Fig. 1: where the registers sit
Other sequential cells in the stronger grey, the rest of the logic in the fainter grey.
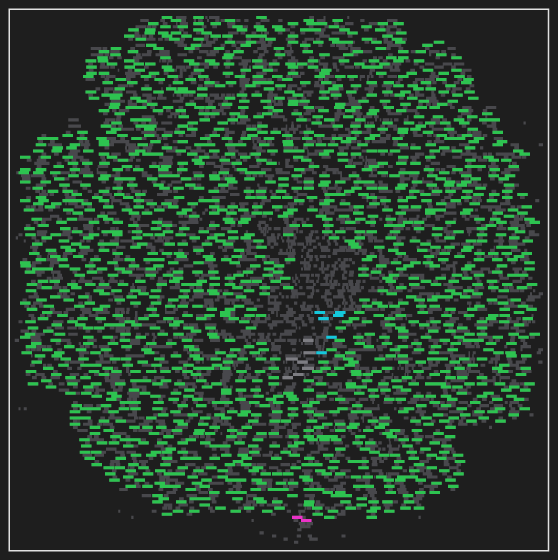
Fig. 2: met4 routing
Supply wires on this layer in grey.
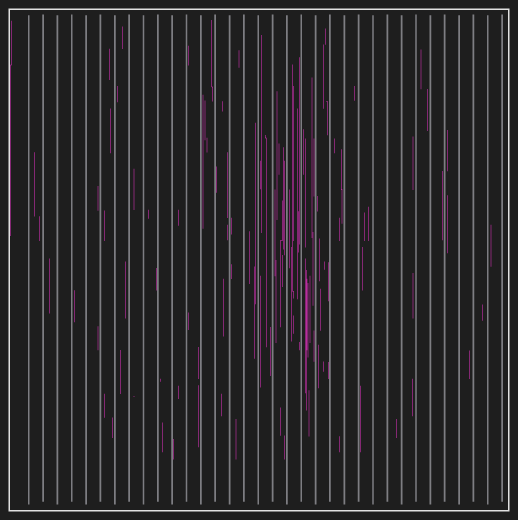
Fig. 3: clock distribution
Bar = 100 um.
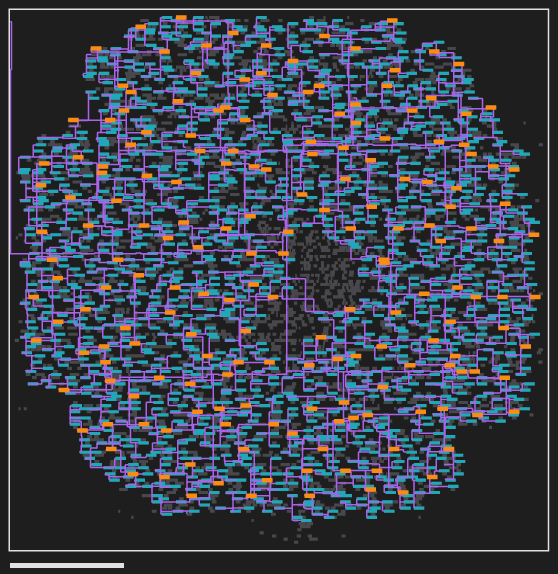
Fig. 4: clock nets
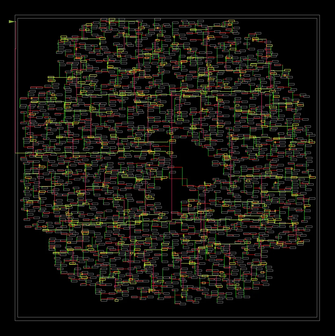
==> config.mk <==
export PLATFORM = sky130hd
export DESIGN_NAME = rho_rotate_engine_flat
export DESIGN_NICKNAME = d
export VERILOG_FILES = /design/src/rtl/rho_rotate_engine_pkg.sv /design/src/rtl/rho_rotate_engine_if.sv /design/src/rtl/rho_slice_select.sv /design/src/rtl/rho_rotate_engine.sv /design/src/flat_wrapper.sv
export SDC_FILE = /design/constraint.sdc
export NUM_CORES = 2
export LEC_CHECK = 0
export CAP_MARGIN = 25
export CORE_AREA = 4 4 467 469
export DETAILED_ROUTE_END_ITERATION = 10
export DIE_AREA = 0 0 471 473
export PLACE_DENSITY = 0.49
export SYNTH_ARGS = -nofsm -noshare
export SYNTH_HDL_FRONTEND = slang
export SYNTH_SLANG_ARGS = --single-unit
==> constraint.sdc <==
create_clock -name clk -period 124.1 [get_ports clk]
set_input_delay 18.615 -clock clk [delete_from_list [all_inputs] [get_ports clk]]
set_output_delay 18.615 -clock clk [all_outputs]
set_load 0.01 [all_outputs]
==> src/rtl/rho_rotate_engine_pkg.sv <==
// Shared definitions for the rho rotation engine: slice geometry, FSM states
// and the Keccak rho offset table.
package rho_rotate_engine_pkg;

  // One slice holds bit z of all 25 lanes; bit x+5*y belongs to lane (x,y).
  localparam int SLICE_W = 25;

  typedef enum logic [1:0] {
    ST_IDLE,
    ST_LOAD,
    ST_EMIT,
    ST_DONE
  } state_t;

  // Keccak rho offsets, entry x+5*y is r[x][y] (full 64-bit lane values).
  localparam int unsigned RHO_OFF [SLICE_W] = '{
     0,  1, 62, 28, 27,
    36, 44,  6, 55, 20,
     3, 10, 43, 25, 39,
    41, 45, 15, 21,  8,
    18,  2, 61, 56, 14
  };

endpackage

==> src/rtl/rho_rotate_engine_if.sv <==
// Slice streaming interface of the rho rotation engine: pass control, input
// slice handshake, output slice handshake and status.
interface rho_rotate_engine_if
  import rho_rotate_engine_pkg::*;
#(
  parameter int LANE_W = 64
);
  localparam int IDX_W = $clog2(LANE_W);

  logic               start;
  logic               inv;
  logic               in_valid;
  logic               in_ready;
  logic [SLICE_W-1:0] in_slice;
  logic               out_valid;
  logic               out_ready;
  logic [SLICE_W-1:0] out_slice;
  logic [IDX_W-1:0]   out_index;
  logic               busy;
  logic               done;

  modport master (
    output start, inv, in_valid, in_slice, out_ready,
    input  in_ready, out_valid, out_slice, out_index, busy, done
  );

  modport slave (
    input  start, inv, in_valid, in_slice, out_ready,
    output in_ready, out_valid, out_slice, out_index, busy, done
  );

endinterface

==> src/rtl/rho_slice_select.sv <==
// Combinational slice picker: for output slice idx, each lane bit is taken
// from the buffered slice displaced by that lane's rho offset (subtracted for
// the forward rotation, added for the inverse), all modulo LANE_W.
module rho_slice_select
  import rho_rotate_engine_pkg::*;
#(
  parameter  int LANE_W = 64,
  localparam int IDX_W  = $clog2(LANE_W)
) (
  input  logic [LANE_W-1:0][SLICE_W-1:0] buffer,
  input  logic [IDX_W-1:0]               idx,
  input  logic                           inv,
  output logic [SLICE_W-1:0]             slice
);

  for (genvar i = 0; i < SLICE_W; i++) begin : g_lane
    // Truncating to IDX_W bits is the mod LANE_W reduction (LANE_W is 2^n).
    localparam logic [IDX_W-1:0] OFF = IDX_W'(RHO_OFF[i]);
    logic [IDX_W-1:0] src;

    assign src      = inv ? (idx + OFF) : (idx - OFF);
    assign slice[i] = buffer[src][i];
  end

endmodule

==> src/rtl/rho_rotate_engine.sv <==
// Rho rotation engine: loads LANE_W slices into a register buffer, then
// streams them back out rotated lane-by-lane by the Keccak rho offsets.
module rho_rotate_engine
  import rho_rotate_engine_pkg::*;
#(
  parameter  int LANE_W = 64,
  localparam int IDX_W  = $clog2(LANE_W)
) (
  input logic                clk,
  input logic                rst,
  rho_rotate_engine_if.slave bus
);

  localparam logic [IDX_W-1:0] LAST = IDX_W'(LANE_W - 1);
  localparam logic [IDX_W-1:0] ONE  = IDX_W'(1);

  state_t                        state_q;
  state_t                        state_d;
  logic [IDX_W-1:0]              load_cnt;
  logic [IDX_W-1:0]              emit_cnt;
  logic                          inv_q;
  logic [LANE_W-1:0][SLICE_W-1:0] buffer;
  logic [SLICE_W-1:0]            sel_slice;
  logic                          load_hs;
  logic                          emit_hs;

  assign bus.in_ready  = (state_q == ST_LOAD);
  assign bus.out_valid = (state_q == ST_EMIT);
  assign bus.busy      = (state_q == ST_LOAD) || (state_q == ST_EMIT);
  assign bus.done      = (state_q == ST_DONE);
  assign bus.out_index = emit_cnt;
  assign bus.out_slice = bus.out_valid ? sel_slice : '0;

  assign load_hs = bus.in_valid  && bus.in_ready;
  assign emit_hs = bus.out_valid && bus.out_ready;

  // State register.
  // NOTE: sequential state uses non-blocking assignments so every register
  // samples the pre-edge values, independent of block ordering.
  always_ff @(posedge clk or posedge rst) begin
    if (rst) state_q <= ST_IDLE;
    else     state_q <= state_d;
  end

  // Next-state logic: one pass walks IDLE -> LOAD -> EMIT -> DONE -> IDLE.
  // NOTE: state_d gets a default before the case so no path leaves it
  // unassigned, which would infer a latch.
  always_comb begin
    state_d = state_q;
    unique case (state_q)
      ST_IDLE: if (bus.start)                 state_d = ST_LOAD;
      ST_LOAD: if (load_hs && load_cnt == LAST) state_d = ST_EMIT;
      ST_EMIT: if (emit_hs && emit_cnt == LAST) state_d = ST_DONE;
      ST_DONE:                                  state_d = ST_IDLE;
      default:                                  state_d = ST_IDLE;
    endcase
  end

  // Slot counters and mode latch; counters wrap naturally at LANE_W.
  always_ff @(posedge clk or posedge rst) begin
    if (rst) begin
      load_cnt <= '0;
      emit_cnt <= '0;
      inv_q    <= 1'b0;
    end else if (state_q == ST_IDLE && bus.start) begin
      load_cnt <= '0;
      emit_cnt <= '0;
      inv_q    <= bus.inv;
    end else begin
      if (load_hs) load_cnt <= load_cnt + ONE;
      if (emit_hs) emit_cnt <= emit_cnt + ONE;
    end
  end

  // Slice buffer, written in arrival order during LOAD.
  // NOTE: the buffer is reset so an aborted pass cannot leak stale slices to
  // the output; it is a flop array, not a RAM, so the reset is legal here.
  always_ff @(posedge clk or posedge rst) begin
    if (rst)          buffer           <= '0;
    else if (load_hs) buffer[load_cnt] <= bus.in_slice;
  end

  rho_slice_select #(
    .LANE_W (LANE_W)
  ) u_select (
    .buffer (buffer),
    .idx    (emit_cnt),
    .inv    (inv_q),
    .slice  (sel_slice)
  );

endmodule

==> src/flat_wrapper.sv <==
// flat-port wrapper written by rule: the top's interface ports become plain ports
module rho_rotate_engine_flat import rho_rotate_engine_pkg::*;
#(
  parameter  int LANE_W = 64,
  localparam int IDX_W  = $clog2(LANE_W)
)
  (clk, rst, bus_start, bus_inv, bus_in_valid, bus_in_slice, bus_out_ready, bus_in_ready, bus_out_valid, bus_out_slice, bus_out_index, bus_busy, bus_done);
  rho_rotate_engine_if #(.LANE_W(LANE_W)) bus_i ();
  input logic clk;
  input logic rst;
  input wire logic [$bits(bus_i.start)-1:0] bus_start;
  input wire logic [$bits(bus_i.inv)-1:0] bus_inv;
  input wire logic [$bits(bus_i.in_valid)-1:0] bus_in_valid;
  input wire logic [$bits(bus_i.in_slice)-1:0] bus_in_slice;
  input wire logic [$bits(bus_i.out_ready)-1:0] bus_out_ready;
  output wire logic [$bits(bus_i.in_ready)-1:0] bus_in_ready;
  output wire logic [$bits(bus_i.out_valid)-1:0] bus_out_valid;
  output wire logic [$bits(bus_i.out_slice)-1:0] bus_out_slice;
  output wire logic [$bits(bus_i.out_index)-1:0] bus_out_index;
  output wire logic [$bits(bus_i.busy)-1:0] bus_busy;
  output wire logic [$bits(bus_i.done)-1:0] bus_done;
  assign bus_i.start = bus_start;
  assign bus_i.inv = bus_inv;
  assign bus_i.in_valid = bus_in_valid;
  assign bus_i.in_slice = bus_in_slice;
  assign bus_i.out_ready = bus_out_ready;
  assign bus_in_ready = bus_i.in_ready;
  assign bus_out_valid = bus_i.out_valid;
  assign bus_out_slice = bus_i.out_slice;
  assign bus_out_index = bus_i.out_index;
  assign bus_busy = bus_i.busy;
  assign bus_done = bus_i.done;
  rho_rotate_engine #(.LANE_W(LANE_W)) u_core (.clk(clk), .rst(rst), .bus(bus_i));
endmodule
==> flow_summary.ini <==
; implementation run metrics
[detailed_routing]
drc = 0
wl_met2_mm = 113
topRoutingLayerUsed = met5
wl_per_cell_um = 31.5
via_per_inst = 5.53
wl_met1_mm = 111

[sta]
setup_viol = 0
setup-tns-final_ps = 0
fin_crit_sh_pct = 21.1
tightest_slew_ps = 1120
setup_slack_ps = 97870
hold-worst-slack_ps = 497

[die]
dieArea_um2 = 223000
fp.coreArea_um2 = 214000
io_pins = 66
fp_util_pct = 34.9
taps = 2838
rows = 170
die_w_um = 471

[critical_path]
critPathLaunch = u_core.bus.out_index[1]
worst-path-stages = 10
crit_family = buffers and inverters
crit_chain = inv_1, fa_4, buf_4, buf_4, mux4_2, mux4_1, mux2_2, o21ai_0, a31oi_1, clkdlybuf4s50_1
cpMostUsedCell = buf_4
reg2reg_to = u_core.buffer[1489]
crit_path_max_fanout = 65
required_ps = 105490
crit_end = bus_out_slice[8]
end_kind = primary output
timing.rr.start = u_core.state_q[1]
start_kind = flop

[global_routing]
use_met2_pct = 34.6
grt_usage_pct = 21.6
first_global_vias = 44300
grt_max_degree = 156
use_met3_pct = 3.27
grt.overflow.total = 0
top_usage_layer = met2
grt_pass1_wl_mm = 346

[final_layout]
comb_area_um2 = 32700
stdcell_area_um2 = 84900
sh_seq_area_pct = 47.6
n_fill_cell = 19900
comb-cell-share_pct = 38.5
lay_top_count = dfrtp_1
finish.utilization_pct = 39.7
final_cell_mix = dfrtp_1, mux2_2, mux4_2
area_growth_pct = 13.9
clock_area_share_pct = 7.12
inv_count = 17
fin_cells = 7606
dominant_cells = flip-flops and latches

[synthesis]
yosys-stat-area_um2 = 74600
yosys.cell_types.count = 59
ff_type = dfrtp_1
syn_inst = 4664
synthMuxAreaShare_pct = 39.4
async_flop_share_pct = 100
ys_ff = 1615
simple_gate_share_pct = 1.41
synthTopCellsByArea = dfrtp_1, mux2_2, mux4_2
synth_top_area_share_pct = 54.2

[hold_path]
min_path_cells = 1
hold_path.class = reg -> reg

[power_and_ir_drop]
comb_power_share_pct = 32.6
power_frac_seq_pct = 37.0
powerDensity_nw_per_um2 = 21.2
top_power_group = sequential cells
p_total_mw = 1.80
p_leak_nw = 39.3

[clock_network]
cts_resized = 0
cts_hold_buf = 0
cts_setup_buffers = 0
cts_root_buf = clkbuf_16

[outcome]
status = complete, no violations

[flow_run]
drv_cap = 0
warnings = 52

[placement]
gp_congestion = 0.774
post-place-ws_ps = 98640
dpl_cell_area_um2 = 78400
-- Fig. 1 (at the start) --
- u_core.load_cnt: cyan (placed flops 6; where middle)
- u_core.buffer: green (placed flops 1,600; where all over the die)
- u_core.state_q: magenta (placed flops 2)
Seq group: 0.665 mW
area occupied by registers: 40,400 um2

-- Fig. 2 (at the start) --
- main direction: vertical
- longest straight run: 214 um
- share of all routed wire: 2.5%
- nets with wire on the layer: 59
vias: 42,100
total length of routed wires: 240 mm

-- Fig. 3 (at the start) --
- flip-flops: cyan (count 1,615)
- clock-net drivers: orange (count 185)
- clock wires: purple (length 23.1 mm)
- routed clock nets: 186
- flops lie: all over the die
Clk pwr share: 30.4%
worst skew pair latency: 840 ps
Power Clock: 0.547 mW
Clock Skews: 47.8 ps

-- Fig. 4 (at the start) --
CTS Buf Count: 185
Num Clock Sinks: 1,615
clkbuf count: 294
flop count: 1,615

Power and IR drop assume default switching activity.
